**Signal metal coverage by tile**

The die is cut into 31 by 31 equal tiles; dark blue is low, red is high, scaled to the fullest tile. Values are wire area over tile area, all layers added.
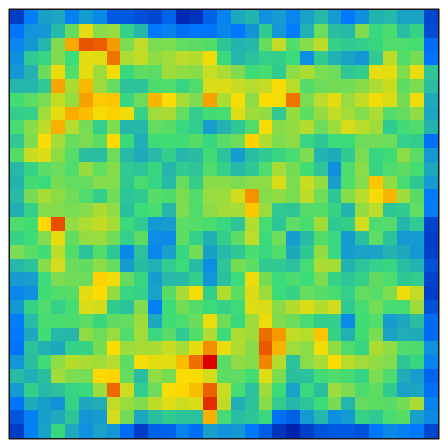
**Cells by drive strength**

Bar = 100 um.
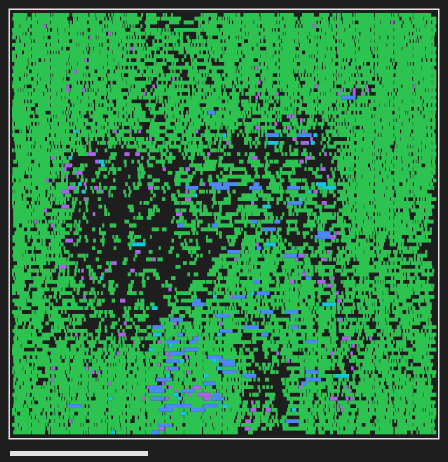
**Sequential cells colored by netlist name**

Bar = 100 um.
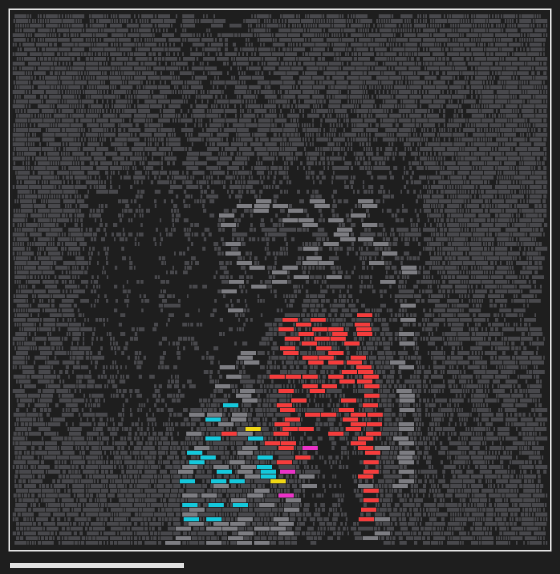
**Routed clock nets over the placement**

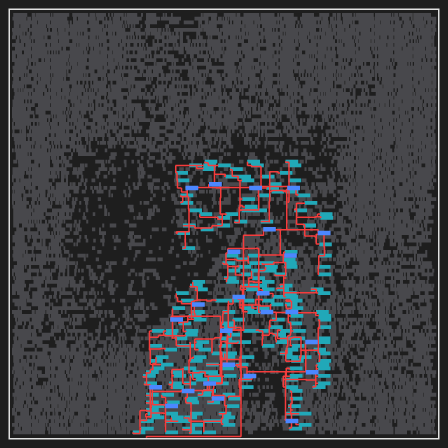
===== config.mk =====
export PLATFORM = sky130hd
export DESIGN_NAME = nth_root_iter
export DESIGN_NICKNAME = d
export VERILOG_FILES = /design/src/rtl/nth_root_iter.sv
export SDC_FILE = /design/constraint.sdc
export NUM_CORES = 2
export LEC_CHECK = 0
export CAP_MARGIN = 20
export CORE_UTILIZATION = 67
export DETAILED_ROUTE_END_ITERATION = 7
export GPL_TIMING_DRIVEN = 0
export PLACE_DENSITY = 0.92
export SLEW_MARGIN = 30
export SYNTH_ARGS = -nofsm -noshare
export SYNTH_HDL_FRONTEND = slang
export SYNTH_SLANG_ARGS = --single-unit

===== constraint.sdc =====
create_clock -name clk -period 9.8 [get_ports clk]
set_input_delay 0.98 -clock clk [delete_from_list [all_inputs] [get_ports clk]]
set_output_delay 0.98 -clock clk [all_outputs]
set_load 0.1 [all_outputs]

===== src/rtl/nth_root_iter.sv =====
// Fixed-point floor(X^(1/k)) by MSB-first bit search; powers built with a saturating multiplier, one multiply per cycle.
// Latency OUT_W*(k+1) cycles, shorter on an exact match, 1 for k=0 or X=0; the result is held until out_ready and in_ready is low while busy.
module nth_root_iter #(
    parameter int IN_W   = 10,
    parameter int FRAC_W = 10,
    parameter int DEG_W  = 3
) (
    input  logic                     clk,
    input  logic                     rst_n,
    input  logic                     in_valid,
    output logic                     in_ready,
    input  logic [IN_W-1:0]          in_data_1,
    input  logic [DEG_W-1:0]         in_data_2,
    output logic                     out_valid,
    input  logic                     out_ready,
    output logic [IN_W+FRAC_W-1:0]   out_data,
    output logic                     out_exact,
    output logic                     out_err
);
    localparam int KMAX   = (1 << DEG_W) - 1;
    localparam int OUT_W  = IN_W + FRAC_W;
    localparam int P_W    = IN_W + KMAX * FRAC_W + 1;
    localparam int PROD_W = P_W + OUT_W;

    typedef enum logic [1:0] {S_IDLE, S_MUL, S_CMP, S_DONE} state_t;

    state_t             r_state;
    logic [DEG_W-1:0]   r_k;
    logic [DEG_W-1:0]   r_j;
    logic [P_W-1:0]     r_target;
    logic [P_W-1:0]     r_pow;
    logic [OUT_W-1:0]   r_res;
    logic [OUT_W-1:0]   r_base;
    logic               r_skip;

    logic [OUT_W-1:0]   w_cand;
    logic [PROD_W-1:0]  w_prod;
    logic [P_W-1:0]     w_pow_next;
    logic [P_W-1:0]     w_target;
    logic               w_take;
    logic               w_eq;
    logic               w_last_j;

    assign w_cand     = r_res | r_base;
    assign w_prod     = PROD_W'(r_pow) * PROD_W'(w_cand);
    // Any bit above P_W means the true power already exceeds every legal target.
    assign w_pow_next = (|w_prod[PROD_W-1:P_W]) ? {P_W{1'b1}} : w_prod[P_W-1:0];
    assign w_target   = {{(P_W-IN_W){1'b0}}, in_data_1} << (in_data_2 * FRAC_W);
    assign w_take     = (r_pow <= r_target);
    assign w_eq       = (r_pow == r_target);
    assign w_last_j   = (r_j == r_k - DEG_W'(1));

    always_ff @(posedge clk or negedge rst_n) begin
        if (!rst_n) begin
            r_state   <= S_IDLE;
            r_k       <= '0;
            r_j       <= '0;
            r_target  <= '0;
            r_pow     <= '0;
            r_res     <= '0;
            r_base    <= '0;
            r_skip    <= 1'b0;
            in_ready  <= 1'b1;
            out_valid <= 1'b0;
            out_data  <= '0;
            out_exact <= 1'b0;
            out_err   <= 1'b0;
        end else begin
            case (r_state)
                S_IDLE: begin
                    if (in_valid) begin
                        r_k      <= in_data_2;
                        r_j      <= '0;
                        r_target <= w_target;
                        r_res    <= '0;
                        r_base   <= {1'b1, {(OUT_W-1){1'b0}}};
                        r_skip   <= (in_data_2 == '0) || (in_data_1 == '0);
                        in_ready <= 1'b0;
                        // Degenerate requests take one CMP cycle so they report at T+1.
                        r_state  <= ((in_data_2 == '0) || (in_data_1 == '0)) ? S_CMP : S_MUL;
                    end
                end
                S_MUL: begin
                    r_pow <= (r_j == '0) ? {{(P_W-OUT_W){1'b0}}, w_cand} : w_pow_next;
                    if (w_last_j) begin
                        r_j     <= '0;
                        r_state <= S_CMP;
                    end else begin
                        r_j <= r_j + DEG_W'(1);
                    end
                end
                S_CMP: begin
                    if (r_skip) begin
                        out_data  <= '0;
                        out_exact <= (r_k != '0);
                        out_err   <= (r_k == '0);
                        out_valid <= 1'b1;
                        r_state   <= S_DONE;
                    end else begin
                        if (w_take) begin
                            r_res <= w_cand;
                        end
                        r_base <= r_base >> 1;
                        if (w_eq || r_base[0]) begin
                            out_data  <= w_take ? w_cand : r_res;
                            out_exact <= w_eq;
                            out_err   <= 1'b0;
                            out_valid <= 1'b1;
                            r_state   <= S_DONE;
                        end else begin
                            r_state <= S_MUL;
                        end
                    end
                end
                S_DONE: begin
                    if (out_ready) begin
                        out_valid <= 1'b0;
                        in_ready  <= 1'b1;
                        r_state   <= S_IDLE;
                    end
                end
                default: r_state <= S_IDLE;
            endcase
        end
    end
endmodule


==> notes.md <==
run results: die width 310 um, count of sequential standard cells 235, launching element type of the critical path flip-flop, Post-synth top flop sky130_fd_sc_hd__dfrtp_1, reg-to-reg setup timing slack -30 ps, # IOs 41, Fmax achieved 102 MHz, share of synthesized cell area in and, or, nand and nor gates 17.2%, busiest metal layer after global routing met2, clock-pin slew on the worst setup and hold paths 70 ps, clock buffers 35, Total Neg Setup Slack -920 ps, number of OpenROAD warnings 27, compound-gate portion of the synthesized area 8.83%, M1 GR Usage 61.4%, via density per instance 6.44, clock buffer depth 3, setup violators final 60, most common logic cell in the routed design sky130_fd_sc_hd__inv_1, total number of H-tree levels 1, PortBufs 40, gp weighted congestion 1.08, class of the most critical hold timing path input pin to async pin, GR met2 Demand/Resource 77.8%, worst path required time 10200 ps, startpoint of the lowest-slack register-to-register path r_base[10], final std cells w/o fill 8719, total overflow reported by the global router 0, logic share of the area 74.1%, CTS Hold Buffers Added 0, unique cell type count in the Yosys netlist 79, via count of the first global-routing pass 58025, worst setup path class flip-flop to flip-flop, smallest setup slack after layout -34.2 ps, placed insts 8655, inverter count 1600, drt wl/cell 28.4 um, placement-stage cell area 0.0660 mm2, y dimension of the die 310 um, R2R cell count 26, Adder Area Share 50.7%, remaining routing DRC violations 1, antenna violations before repair 30, Final non-clock buffer share 4.42%, number of nets at the end of the flow 9132, minimum period implied by the final worst setup slack 9830 ps, area share of xor/xnor cells in the synthesized design 1.23%, fraction of layout cells with a size suffix above 1 3.76%, violations in the final reports design-rule violations, negative setup slack, core region area 0.0935 mm2, critical-path maximum fanout 10, total nets after synthesis 9071, mean post-synth cell area 8.64 um2, met2 routed WL 107000 um, slew margin rel. 22.9%, number of instances in the synthesized netlist 7337, # Cells Yosys 7337, ANT nets after route 0, post-synthesis register bit count 235, drt first-iter violations 6992, sequential area share after synthesis 9.28%, clock net sink count 235, fraction of met3 tracks used by global routing 20.6%, comb area leader adder cells, worst flop-to-flop path endpoint r_pow[56], number of cell rows 112, WL met3 34700 um, chip area from the yosys synthesis statistics 0.0634 mm2, detailed-routing iteration count for the pre-antenna-repair pass 8, measured slew at the worst slew-check pin 1160 ps, critical path arrival 10230 ps, # Max-Cap Violations 0, area fraction of clock buffers and clock inverters 1.35%, Multi-input gate area 0.0499 mm2, HPWL after detailed placement 203000 um, Core Density at Floorplan 67.8%, highest metal used met5, TritonCTS clock tree built, chip area 0.0958 mm2, outcome finished with violations, post-synthesis async set-or-reset flop share 100%, maximum number of pins on one net before global-route repair 79, Setup WS pre-CTS -1960 ps, layout multi-input combinational cell count 5024, number of max-slew violations in the final report 0, Critical Path End Type flip-flop, Antenna Cells 49, clock root buffer master sky130_fd_sc_hd__clkbuf_16, mux share 0.326%, WL met1 80200 um, Fillers 6679, cycle use final 100%, TritonCTS buffer count 25, EDFF count, synth 0, commonest cells after routing, fill and taps aside 1600 x sky130_fd_sc_hd__inv_1, 1418 x sky130_fd_sc_hd__fa_1, 1267 x sky130_fd_sc_hd__nand2_1, synth warn 0, number of tapcells 1254, Largest cell class multi-input combinational cells, global-route wire length before repair 365000 um, final-report hold violation count 0, mapped cell area 0.0634 mm2
-- 'signal metal coverage by tile' (at the start) --
The mean over all tiles is 0.48. 55% of the tiles are over half the peak. The fullest tile reaches 0.94.
global-route usage over all layers: 53.1%
final wirelength: 248000 um
vias post-DR: 56161

-- 'cells by drive strength' (at the start) --
Green marks drive 1 or less, cells 7137, share 96%. Purple marks drive 2, cells 168, share 2.3%. Blue marks drive 6 and up, cells 71, share 0.96%. Cyan marks drive 3 to 4, cells 40, share 0.54%.
Area Overhead vs Synth: 6.23%
smallest setup slack after layout: -34.2 ps
Non-CTS buffers: 512
Post-Layout Inst Area: 0.0673 mm2

-- 'sequential cells colored by netlist name' (at the start) --
Red marks r_target, placed flops 81. Magenta marks r_j, placed flops 3. Yellow marks r_state, placed flops 2. Cyan marks r_res, placed flops 20, where bottom center.
Another 129 sequential cells are not colored.
fraction of area in registers: 8.74%
flip-flop and latch area: 0.00588 mm2
Finished Core Util: 72.0%

-- 'routed clock nets over the placement' (at the start) --
Cyan marks flip-flops, count 235. Blue marks cells driving clock nets, count 25. Red marks clock wires, length 3210 um.
There are 26 routed clock nets.
insertion delay to the later sink of the worst-skew pair: 560 ps
clk_skew: 21.0 ps

state kept, by name (all words and copies together) (netlist names):
signal,count
r_base,20
out_valid,1
r_state,2
r_skip,1
out_exact,1
in_ready,1
out_data,20
r_target,81
r_k,3
r_j,3
out_err,1
r_res,20
r_pow,81
cells in the mapped netlist, drive strengths merged, types with 18 or more instances:
library cell	instances	area [um2]
clkbuf	457	1720
a211oi	19	143
nand4	87	544
nor2b	20	125
and2	615	3850
nor3	40	211
ha	299	3740
buf	21	149
a21o	63	473
a22o	43	377
a31oi	90	563
nand3	44	225
nor2	136	510
inv	1600	6010
o31ai	29	223
o21ai	232	1170
fa	1418	28400
nand2	1267	4760
xor2	36	315
a21oi	215	1080
or2	31	194
nor4	18	113
o22ai	58	363
dfrtp	234	5860
xnor2	53	464
per-stage QoR:
| step | hold slack (ps) |
|---|---|
| floorplan | 450 |
| global placement | 460 |
| detailed placement | 474 |
| CTS | 246 |
| global route | 255 |
| finish | 242 |
timing repair:
item                       4_1_cts  5_1_grt
pin swaps                        3        7
setup endpoints to repair       81       81
setup buffers                    2        2
resized                         63      113
critical path, cell delays in order (launching register included):
cell                        delay [ps]
sky130_fd_sc_hd__dfrtp_1           430
sky130_fd_sc_hd__or2_4             420
sky130_fd_sc_hd__clkbuf_1          850
sky130_fd_sc_hd__and2_1            270
sky130_fd_sc_hd__fa_1              420
sky130_fd_sc_hd__inv_1              80
sky130_fd_sc_hd__fa_1              430
sky130_fd_sc_hd__fa_1              510
sky130_fd_sc_hd__fa_1              570
sky130_fd_sc_hd__fa_1              460
sky130_fd_sc_hd__fa_1              500
sky130_fd_sc_hd__inv_1              40
sky130_fd_sc_hd__ha_1              270
sky130_fd_sc_hd__ha_1              570
sky130_fd_sc_hd__nand4_1           360
sky130_fd_sc_hd__or4_4             650
sky130_fd_sc_hd__nor2_2            190
sky130_fd_sc_hd__nand4_1           310
sky130_fd_sc_hd__a211oi_4          510
sky130_fd_sc_hd__nor3_1            190
sky130_fd_sc_hd__xnor2_1           190
sky130_fd_sc_hd__a2111oi_4         400
sky130_fd_sc_hd__o2111ai_1         240
sky130_fd_sc_hd__nor3_4            270
sky130_fd_sc_hd__buf_12            200
sky130_fd_sc_hd__buf_6             170
sky130_fd_sc_hd__a31oi_1           100
kinds of logic after synthesis:
kind of cell / Yosys count
and+or+nand+nor: 2310
buffers and inverters: 2078
adders and majority gates: 1717
AOI/OAI and AO/OA: 888
DFF: 235
xor gates and xnor gates: 89
muxes: 20
worst max-delay path by stage:
stage,start,to,slack (ps),cells past startpoint
global placement,r_base[7],r_pow[56],-3220,26
CTS,r_base[19],r_pow[72],10,29
detailed placement,r_base[10],r_pow[56],-1960,30
finish,r_base[10],r_pow[56],-30,26
global route,r_base[17],r_pow[49],-20,28
floorplan,r_base[8],r_pow[21],1680,29
